## config.mk

```make
export PLATFORM = sky130hd
export DESIGN_NAME = sys_cmd_ctrl
export DESIGN_NICKNAME = d
export VERILOG_FILES = /design/src/rtl/sys_cmd_ctrl_pkg.sv /design/src/rtl/sys_cmd_ctrl_timer.sv /design/src/rtl/sys_cmd_ctrl.sv
export SDC_FILE = /design/constraint.sdc
export NUM_CORES = 1
export LEC_CHECK = 0
export ABC_AREA = 1
export ABC_CLOCK_PERIOD_IN_PS = 1700
export CORE_MARGIN = 8
export CORE_UTILIZATION = 42
export CTS_BUF_LIST = sky130_fd_sc_hd__clkbuf_2 sky130_fd_sc_hd__clkbuf_4 sky130_fd_sc_hd__clkbuf_8
export CTS_CLUSTER_SIZE = 12
export DETAILED_ROUTE_END_ITERATION = 8
export DONT_BUFFER_PORTS = 1
export GPL_ROUTABILITY_DRIVEN = 0
export GPL_TIMING_DRIVEN = 0
export HOLD_SLACK_MARGIN = 0.02
export PLACE_DENSITY = 0.6
export SLEW_MARGIN = 0
export SYNTH_ARGS = -nofsm -noshare
export SYNTH_HDL_FRONTEND = slang
export SYNTH_SLANG_ARGS = --single-unit
export TNS_END_PERCENT = 50
```

## constraint.sdc

```tcl
create_clock -name clk -period 1.7 [get_ports clk]
set_input_delay 0.255 -clock clk [delete_from_list [all_inputs] [get_ports clk]]
set_output_delay 0.255 -clock clk [all_outputs]
set_load 0.005 [all_outputs]
```

## src/rtl/sys_cmd_ctrl_pkg.sv

```systemverilog
// Shared definitions for the UART command sequencer: command opcodes,
// controller state encoding and the fixed RegFile slots for ALU operands.
package sys_ctrl_pkg;

  localparam logic [7:0] CMD_WR      = 8'hAA;
  localparam logic [7:0] CMD_RD      = 8'hBB;
  localparam logic [7:0] CMD_ALU_OP  = 8'hCC;
  localparam logic [7:0] CMD_ALU_NOP = 8'hDD;

  // RegFile locations the ALU reads its operands from
  localparam logic [3:0] ALU_A_ADDR = 4'h0;
  localparam logic [3:0] ALU_B_ADDR = 4'h1;

  typedef enum logic [3:0] {
    IDLE,
    WR_ADDR,
    WR_DATA,
    RD_ADDR,
    RD_WAIT,
    ALU_A,
    ALU_B,
    ALU_FN,
    ALU_GO,
    ALU_WAIT,
    TX_B0,
    TX_B1
  } state_t;

  // States that are waiting for the next byte of a frame from the host
  function automatic logic is_rx_state(input state_t s);
    return (s == WR_ADDR) || (s == WR_DATA) || (s == RD_ADDR) ||
           (s == ALU_A)   || (s == ALU_B)   || (s == ALU_FN);
  endfunction

endpackage

```

## src/rtl/sys_cmd_ctrl_timer.sv

```systemverilog
// Inter-byte frame timer: counts idle cycles while a frame is half received
// and flags expiry when TIMEOUT_CYC-1 cycles have passed without a byte.
module cmd_frame_timer #(
  parameter int TIMEOUT_CYC = 65535
) (
  input  logic clk,
  input  logic rst,
  input  logic run,
  input  logic clear,
  output logic expired
);

  localparam int CNT_W = (TIMEOUT_CYC > 2) ? $clog2(TIMEOUT_CYC) : 1;
  localparam logic [CNT_W-1:0] LAST = CNT_W'(TIMEOUT_CYC - 1);

  logic [CNT_W-1:0] cnt_reg;

  // Count while a frame is open; any received byte or leaving the frame restarts it
  always_ff @(posedge clk or posedge rst) begin
    if (rst) begin
      cnt_reg <= '0;
    end else if (clear || !run) begin
      cnt_reg <= '0;
    end else if (cnt_reg != LAST) begin
      cnt_reg <= cnt_reg + 1'b1;
    end
  end

  // A byte arriving on the expiry cycle still wins over the abort
  assign expired = run && !clear && (cnt_reg == LAST);

endmodule

```

## src/rtl/sys_cmd_ctrl.sv

```systemverilog
// Command sequencer between the UART RX byte stream and the RegFile/ALU.
// Frames: AA addr data (write), BB addr (read), CC A B func (ALU op),
// DD func (ALU op on stored operands). Results go back as TX bytes.
// Optional build macro FRAME_TIMEOUT_EN adds an inter-byte abort timer.
import sys_ctrl_pkg::*;

module sys_cmd_ctrl #(
  parameter int DATA_W      = 8,
  parameter int ADDR_W      = 4,
  parameter int ALU_W       = 16,
  parameter int TIMEOUT_CYC = 65535
) (
  input  logic              clk,
  input  logic              rst,
  input  logic [DATA_W-1:0] rx_data,
  input  logic              rx_valid,
  input  logic              rx_err,
  output logic [ADDR_W-1:0] rf_addr,
  output logic              rf_wr_en,
  output logic [DATA_W-1:0] rf_wr_data,
  output logic              rf_rd_en,
  input  logic [DATA_W-1:0] rf_rd_data,
  input  logic              rf_rd_valid,
  output logic              alu_clk_en,
  output logic              alu_en,
  output logic [3:0]        alu_func,
  input  logic [ALU_W-1:0]  alu_out,
  input  logic              alu_out_valid,
  output logic [DATA_W-1:0] tx_data,
  output logic              tx_valid,
  input  logic              tx_ready,
  output logic              busy
);

  state_t            state_reg;
  logic [DATA_W-1:0] hi_byte_reg;
  logic              single_reg;
  logic              rx_ok;
  logic              rx_bad;
  logic              timeout_hit;

  assign rx_ok  = rx_valid && !rx_err;
  assign rx_bad = rx_valid && rx_err;

`ifdef FRAME_TIMEOUT_EN
  cmd_frame_timer #(
    .TIMEOUT_CYC(TIMEOUT_CYC)
  ) u_timer (
    .clk     (clk),
    .rst     (rst),
    .run     (is_rx_state(state_reg)),
    .clear   (rx_valid),
    .expired (timeout_hit)
  );
`else
  // No timer: a half-received frame waits forever. The parameter is still
  // referenced so both builds share one interface.
  assign timeout_hit = 1'b0 & (TIMEOUT_CYC == 0);
`endif

  assign busy = (state_reg != IDLE);

  // Frame decoder, datapath strobes and TX handshake in one registered FSM
  always_ff @(posedge clk or posedge rst) begin
    if (rst) begin
      state_reg   <= IDLE;
      rf_addr     <= '0;
      rf_wr_en    <= 1'b0;
      rf_wr_data  <= '0;
      rf_rd_en    <= 1'b0;
      alu_clk_en  <= 1'b0;
      alu_en      <= 1'b0;
      alu_func    <= '0;
      tx_data     <= '0;
      tx_valid    <= 1'b0;
      hi_byte_reg <= '0;
      single_reg  <= 1'b0;
    end else begin
      rf_wr_en <= 1'b0;
      rf_rd_en <= 1'b0;
      alu_en   <= 1'b0;
      if (timeout_hit) begin
        state_reg <= IDLE;
      end else begin
        unique case (state_reg)
          IDLE: begin
            if (rx_ok) begin
              if (rx_data[7:0] == CMD_WR)           state_reg <= WR_ADDR;
              else if (rx_data[7:0] == CMD_RD)      state_reg <= RD_ADDR;
              else if (rx_data[7:0] == CMD_ALU_OP)  state_reg <= ALU_A;
              else if (rx_data[7:0] == CMD_ALU_NOP) state_reg <= ALU_FN;
            end
          end
          WR_ADDR: begin
            if (rx_bad) begin
              state_reg <= IDLE;
            end else if (rx_ok) begin
              rf_addr   <= rx_data[ADDR_W-1:0];
              state_reg <= WR_DATA;
            end
          end
          WR_DATA: begin
            if (rx_bad) begin
              state_reg <= IDLE;
            end else if (rx_ok) begin
              rf_wr_data <= rx_data;
              rf_wr_en   <= 1'b1;
              state_reg  <= IDLE;
            end
          end
          RD_ADDR: begin
            if (rx_bad) begin
              state_reg <= IDLE;
            end else if (rx_ok) begin
              rf_addr   <= rx_data[ADDR_W-1:0];
              rf_rd_en  <= 1'b1;
              state_reg <= RD_WAIT;
            end
          end
          RD_WAIT: begin
            if (rf_rd_valid) begin
              tx_data    <= rf_rd_data;
              tx_valid   <= 1'b1;
              single_reg <= 1'b1;
              state_reg  <= TX_B0;
            end
          end
          ALU_A: begin
            if (rx_bad) begin
              state_reg <= IDLE;
            end else if (rx_ok) begin
              rf_addr    <= ADDR_W'(ALU_A_ADDR);
              rf_wr_data <= rx_data;
              rf_wr_en   <= 1'b1;
              state_reg  <= ALU_B;
            end
          end
          ALU_B: begin
            if (rx_bad) begin
              state_reg <= IDLE;
            end else if (rx_ok) begin
              rf_addr    <= ADDR_W'(ALU_B_ADDR);
              rf_wr_data <= rx_data;
              rf_wr_en   <= 1'b1;
              state_reg  <= ALU_FN;
            end
          end
          ALU_FN: begin
            if (rx_bad) begin
              state_reg <= IDLE;
            end else if (rx_ok) begin
              alu_func   <= rx_data[3:0];
              alu_clk_en <= 1'b1;
              state_reg  <= ALU_GO;
            end
          end
          ALU_GO: begin
            // The gated ALU clock has had one cycle to settle; start it now
            alu_en    <= 1'b1;
            state_reg <= ALU_WAIT;
          end
          ALU_WAIT: begin
            if (alu_out_valid) begin
              tx_data     <= alu_out[DATA_W-1:0];
              hi_byte_reg <= alu_out[DATA_W +: DATA_W];
              single_reg  <= 1'b0;
              tx_valid    <= 1'b1;
              alu_clk_en  <= 1'b0;
              state_reg   <= TX_B0;
            end
          end
          TX_B0: begin
            if (tx_ready) begin
              if (single_reg) begin
                tx_valid  <= 1'b0;
                state_reg <= IDLE;
              end else begin
                tx_data   <= hi_byte_reg;
                state_reg <= TX_B1;
              end
            end
          end
          TX_B1: begin
            if (tx_ready) begin
              tx_valid  <= 1'b0;
              state_reg <= IDLE;
            end
          end
          default: state_reg <= IDLE;
        endcase
      end
    end
  end

endmodule

```

Register map, names as in the netlist:
The bar under the picture is 20 µm long. Other sequential cells in the stronger gray, the rest of the logic in the fainter gray.
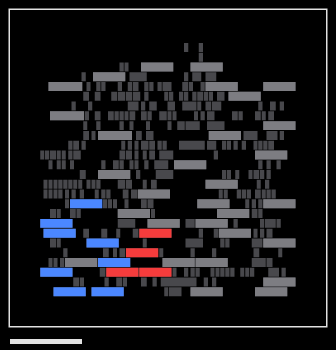
| color | name in the netlist | placed flops | where |
|---|---|---|---|
| red | alu_func | 4 | bottom middle |
| blue | rf_wr_data | 8 | bottom left |
not colored: 30

Clock distribution:
The bar under the picture is 20 µm long.
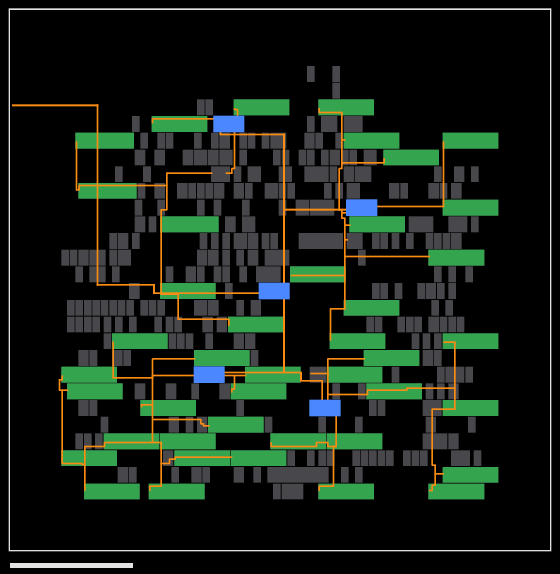
[green] flip-flops | count: 42
[orange] clock wires | length: 589 µm
[blue] cells driving clock nets | count: 5
routed clock nets: 6
flops lie: all over the die

==> design notes <==
The total number of yosys warnings was 0. With the fraction of the mapped netlist area in adder cells at 0%, the half-perimeter wire length after detailed placement is 4.18 mm. The tools report the count of pins over their slew limit as 0. The detailed router placed 1825 vias in this run. Measured in cells, the most critical reg-to-reg path has a length of 6.

The final critical path takes up 93.1% of the cycle. The largest family of logic cells by area was simple AND/OR/NAND/NOR gates. The area fraction in xor and xnor cells is 0%, and the power density over the cells is 1600 mW/mm². The run gives 295 as the number of instances in the synthesized netlist. The cell type that accounts for the most area after synthesis is sky130_fd_sc_hd__dfrtp_1. The aoi/oai-family share of the synthesized area came out at 8.81%. The flow ran to the end, and the final reports show no timing, DRC or antenna violations.

The level count of the clock H-tree was 2. CTS placed an instance of sky130_fd_sc_hd__clkbuf_8 at the clock tree root. The DRC violation total left in the routed layout is recorded as 0. After layout, the worst setup slack is 0.117 ns. The highest clock rate this design can be run at is 632 MHz.

The vertical die dimension reported for this design is 87.9 µm. The run gives 0 for the count of input and output buffers. The run gives 0.503 ns for the transition time at the pin with the least slew margin.

Per the cell usage report, the commonest logic cell in the layout is sky130_fd_sc_hd__nand2_1. The basic-gate share of the synthesized area counting and, or, nand and nor cells came out at 36.7%. STA classifies the critical path startpoint as a flip-flop.

The cell area that synthesis handed to floorplanning was 0.00217 mm². The count of nets left with antenna violations once routing finished came out at 0. The tools report the number of antenna violations at the first check in global routing as 0. Detailed-route iteration 0 reported a violation count of 46.

The number of antenna repair diodes was 0; the worst max-slew margin expressed relative to the limit was 66.4%. Yosys reported a register bit count of 42. The type of the worst setup path was flip-flop to flip-flop. With the post-place setup slack at 0.00131 ns, the clock transition time at the flip-flop clock pins of the worst setup and hold paths is 0.09 ns. The global route stage reports its total congestion overflow as 0.

The analysis attributes to cell leakage a power of 1.25 nW. For the largest voltage drop on the vdd net, the log shows 700 µV. Using the TritonRoute via totals, the vias-per-cell ratio works out to 4.85. Power consumption: 0.00386 W. The wire length recorded after detailed routing is 5.27 mm. The share of the Yosys chip area taken by registers is 48.4%. The share of Yosys cell area claimed by the top area cell type is 48.4%, and the total cells reported by yosys after synthesis is 295.

Synthesis instantiated 21 different standard cells from the library. By area the synthesized netlist is led by sky130_fd_sc_hd__dfrtp_1 48%, sky130_fd_sc_hd__nand2_1 22%, sky130_fd_sc_hd__inv_1 4.7%, sky130_fd_sc_hd__nand3_1 4.6%, sky130_fd_sc_hd__o21ai_0 4.4%. The final number of hold-violating endpoints is 0. Per the cell usage report, the commonest logic cells after layout are 127 x sky130_fd_sc_hd__nand2_1, 39 x sky130_fd_sc_hd__dfrtp_1, 25 x sky130_fd_sc_hd__inv_1.

Entering global routing, the biggest net connects 23 pins. The run gives 42 as the number of clock sinks. The layout overhead on the synthesized area was 11.2%; the top-level port count was 69. The post-synthesis chip area from yosys was 0.00217 mm²; the worst hold path cell count was 2. From left edge to right edge, the die measures 87.9 µm. The type of the most critical hold path was input port to flip-flop. The tools report the number of global-route vias before repair as 1737. Setup repair after global routing left no endpoint under its margin.

TritonCTS built the clock tree. Counting every net in the synthesized netlist gives 334. Across every metal layer, demand over resource in global routing totals 13.9%.

Across the run, the number of max-cap violations was 0. The die covers 0.00773 mm². Per the TritonCTS log, the buffer count is 5. In this run the worst path has a maximum fanout of 10. The net total in the final layout was 344; the largest clock skew in the final design was 0.00533 ns. The worst setup path is captured at a flip-flop. For the finished layout, the period the worst path requires is 1.58 ns. The wire length of the first global-routing pass was 8.36 mm; the maximum number of buffers from clock root to sink was 2. The skew report gives the latency at the later pin of the worst-skew pair as 0.30 ns. Cells with a size suffix above 1 make up 12.7% of the layout.
Cell classes on the final placement:
The bar under the picture is 20 µm long.
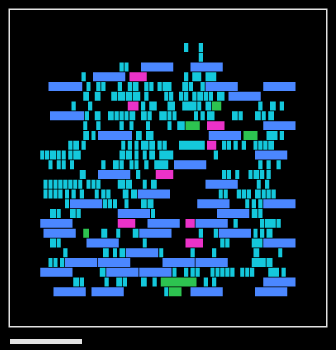
| color | class | cells | share of their area |
|---|---|---|---|
| green | other buffers and delay cells | 6 | 3.1% |
| magenta | clock drivers and dummy loads | 8 | 4.0% |
| blue | flip-flops | 42 | 45% |
| cyan | all other logic | 250 | 48% |
number of placement rows: 26
Finished Cell Area: 0.00242 mm²

Congestion heat map:
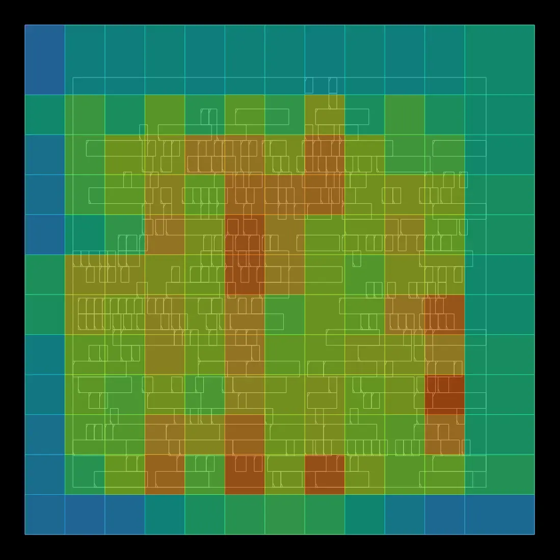
Wirelength per Cell: 14.0 µm
utilization after layout: 47.9%
met3 usage: 5.53%

-- critical path, stage by stage, from the launching register on --
cell and delay (ns):
sky130_fd_sc_hd__dfrtp_1 0.45, sky130_fd_sc_hd__inv_1 0.16, sky130_fd_sc_hd__nand2_2 0.13, sky130_fd_sc_hd__o21ai_0 0.24, sky130_fd_sc_hd__nand2_2 0.15, sky130_fd_sc_hd__buf_2 0.20
sky130_fd_sc_hd__o21ai_0 0.18
-- through the flow --
stage / setup TNS, ns / hold WS [ns] / cell area [µm²] / std cells
floorplan: 0 / 0.365 / 2170 / 295
global placement: -1.84 / 0.374 / 2260 / 365
detailed placement: 0 / 0.198 / 2290 / 366
CTS: 0 / 0.0479 / 2400 / 376
global route: 0 / 0.0532 / 2420 / 376
finish: 0 / 0.0641 / 2420 / 376
-- cells by family after synthesis --
logic type | Yosys count
AND/OR/NAND/NOR | 188
flip-flops | 42
AND-OR/OR-AND | 34
buffers and inverters | 31
-- worst paths after layout --
check | start | slack, ns | to
min in group asynchronous | rst | 0.44 | alu_clk_en$_DFFE_PP0P_
worst min-delay path | rx_data[7] | 0.06 | rf_wr_data[7]$_DFFE_PP0P_
worst max-delay path | state_reg[0]$_DFFE_PP0P_ | 0.12 | rf_wr_data[1]$_DFFE_PP0P_
max in group asynchronous | rst | 0.77 | state_reg[3]$_DFFE_PP0P_
worst max register to register | state_reg[0]$_DFFE_PP0P_ | 0.12 | rf_wr_data[1]$_DFFE_PP0P_
worst min register to register | hi_byte_reg[1]$_DFFE_PP0P_ | 0.48 | hi_byte_reg[1]$_DFFE_PP0P_
-- metal layers --
| metal | wire length, µm | vias up | part of all wire [%] | track usage [%] |
|---|---|---|---|---|
| met3 | 593 | 6 | 11 | 5.53 |
| met5 | 0 | - | 0 | 0 |
| met2 | 2410 | 54 | 46 | 22.5 |
| met4 | 68 | 0 | 1.3 | 4.69 |
| li1 | - | 948 | - | - |
| met1 | 2200 | 817 | 42 | 16.2 |
-- synth_stat cells (all sizes together) --
master and number:
dfrtp 42, nand4 2, o21ai 25, nand3b 1, a21oi 8, a22oi 1
inv 28, nand2 133, buf 3, nor2 30, nor3 2, nand3 20
-- repair_timing --
item / in CTS / in global routing
hold buffers: 1 / 0
pin swaps: 1 / 0
endpoints found under the setup margin: 1 / 18
buffers inserted: 1 / 0
resized: 0 / 9
endpoints found under the hold margin: 20 / 0
-- power by group --
group          switching, W  internal (W)
Combinational      0.000884      0.000511
Clock              0.000381      0.000294
Sequential         0.000362       0.00143
-- layout make-up --
| cell class | count | area [µm²] |
|---|---|---|
| fillers | 531 | 2630 |
| flip-flops and latches | 42 | 1050 |
| multi-input cells | 222 | 1000 |
| inverters | 28 | 105 |
| well taps | 70 | 87.6 |
| clock buffers | 5 | 68.8 |
| repair buffers | 3 | 45.0 |
| plain buffers | 3 | 27.5 |
| clock inverters | 3 | 23.8 |
Power and IR drop assume default switching activity.
